Design bcd_char_writer, sky130hd; sources not shown.
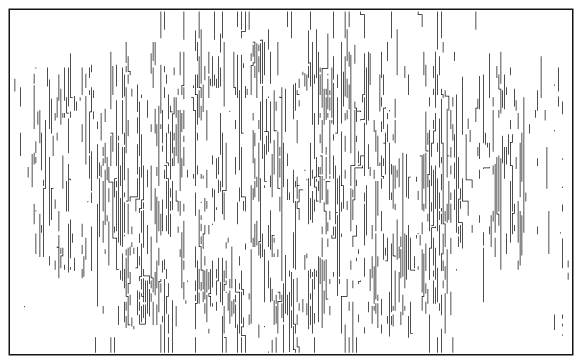
**Above:** metal 2.
longest straight run: 46.2 µm
wire length on this layer: 5300 µm
share of all routed wire: 46%
main direction: vertical
met2 usage: 36.8%
final wirelength: 11.6 mm
vias post-DR: 4270

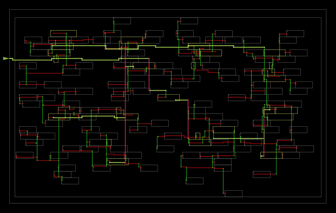
**Above:** clock wiring as the flow saved it.
TritonCTS Buffers: 17
clkbuf count: 22
clock sinks: 113

==> impl_metrics.tcl <==
# metrics dict for downstream scripts
set metrics [dict create \
    power.density_mw_per_mm2 592 \
    ff2ff_setup_slack_ns 1.45 \
    warnings 39 \
    maxSlewViolCount 0 \
    p_leak_nw 2.26 \
    core_area_mm2 0.00991 \
    tightest_slew_ns 1.20 \
    min_period_over_period_pct 69.0 \
    core.rowCount 28 \
    fmax_mhz 371 \
    slew-limit-headroom_pct 18.4 \
    drt_iter0_drc 273 \
    num_antenna_cells 0 \
    antenna_found_initial 0 \
    status "completed" \
    fp.dieArea_mm2 0.0111 \
    endpoint_kind "output port" \
    setup-tns-final_ns 0 \
    final_cells 800 \
    finalSetupViolCount 0 \
    maxCapViolations 0 \
    die_h_um 82.3 \
    dp.cells 771 \
    yosysCellCount 610 \
    synthesis.instances 610 \
    first_pass_iters 4 \
    ys_types 43 \
    yosys_area_mm2 0.00511 \
    grt_start_max_net_pins 43 \
    place_hpwl_mm 7.93 \
    yosysWarnings 0 \
    initCoreUtil_pct 51.6 \
    synth-async-reset-ratio_pct 0 \
]
where the power goes:
group          total [mW]  switching [mW]  internal [mW]  leakage, nW
clock                1.46           0.494          0.970        0.281
combinational       0.877           0.541          0.336         1.06
sequential           1.34          0.0725           1.27        0.915
worst max-delay path, cell delays in order, from the launching register on:
cell and delay (ns):
dfxtp_1 0.38, inv_1 0.08, ha_1 0.33, inv_1 0.12, clkdlybuf4s50_1 0.55
cell type report:
cell class,count,area [µm²]
tap,135,169
clock inverter,7,85.1
timing repair buffer,62,603
fill,838,3690
sequential,113,2260
multi-input combinational,435,2530
inverter,26,97.6
clock buffer,22,474
cell usage after synthesis, types with 2 or more instances:
| cell | instances | area share (%) |
|---|---|---|
| nor3_1 | 2 | 0.20 |
| o31ai_1 | 2 | 0.29 |
| o211ai_1 | 3 | 0.44 |
| a31o_2 | 6 | 1.0 |
| buf_2 | 12 | 1.2 |
| xnor2_1 | 6 | 1.0 |
| xor2_1 | 4 | 0.68 |
| ha_1 | 21 | 5.1 |
| mux2_2 | 7 | 1.5 |
| a21oi_1 | 85 | 8.3 |
| nand2b_1 | 16 | 2.0 |
| nand2_1 | 85 | 6.2 |
| nor3b_1 | 14 | 2.1 |
| dfxtp_1 | 113 | 44 |
| and2_1 | 6 | 0.73 |
| buf_4 | 20 | 2.9 |
| mux2i_1 | 22 | 4.3 |
| clkbuf_1 | 19 | 1.4 |
| or3_1 | 2 | 0.24 |
| nand4_1 | 3 | 0.37 |
| nand3_1 | 9 | 0.88 |
| a22oi_1 | 4 | 0.59 |
| inv_1 | 24 | 1.8 |
| nor2_1 | 54 | 4.0 |
| o21ai_0 | 43 | 4.2 |
| a211oi_1 | 6 | 0.88 |
| a32oi_1 | 6 | 1.0 |
layout by cell type (no fill, tap or decap), types with 9 or more instances in the layout:
cell,netlist,layout
nand2b_1,16,16
a21oi_1,85,85
nand2_1,85,85
nand3_1,9,9
nor2_1,54,54
nor3b_1,14,14
o21ai_0,43,43
conb_1,1,18
mux2i_1,22,22
ha_1,21,21
dfxtp_1,113,113
clkbuf_16,0,17
inv_1,24,24
clkdlybuf4s50_1,0,55
metal layers:
layer  GRT usage [%]  up-vias  part of all wire, %  wire length [µm]
li1                -     2140                    -                 -
met1            28.9     2004                   45              5270
met2            36.8      107                   46              5300
met3            7.69       19                  7.1               822
met4            8.42        0                  1.7               195
met5               0        -                    0                 0
through the flow:
stage / worst slack (ns) / power (mW) / utilization (%)
after global placement: 1.16 / 2.20 / 57.1
after detailed placement: 1.06 / 2.23 / 57.1
after CTS: 1.19 / 3.69 / 62.7
after floorplan: 2.07 / 2.04 / -
final: 1.21 / 3.68 / 62.7
after global routing: 1.08 / 3.89 / 62.7
cell families (layout without fill, tap and decap cells):
kind of cell | after synthesis | count (layout) | share of synthesized area, %
and+or+nand+nor | 197 | 197 | 17.5
muxes | 30 | 30 | 6.29
DFF | 113 | 113 | 44.2
xor gates and xnor gates | 10 | 10 | 1.71
adders and majority gates | 21 | 21 | 5.14
AOI/OAI and AO/OA | 159 | 159 | 17.5
other | 1 | 18 | 0.0733
buffers and inverters | 79 | 117 | 7.58
Power and IR drop assume default switching activity.
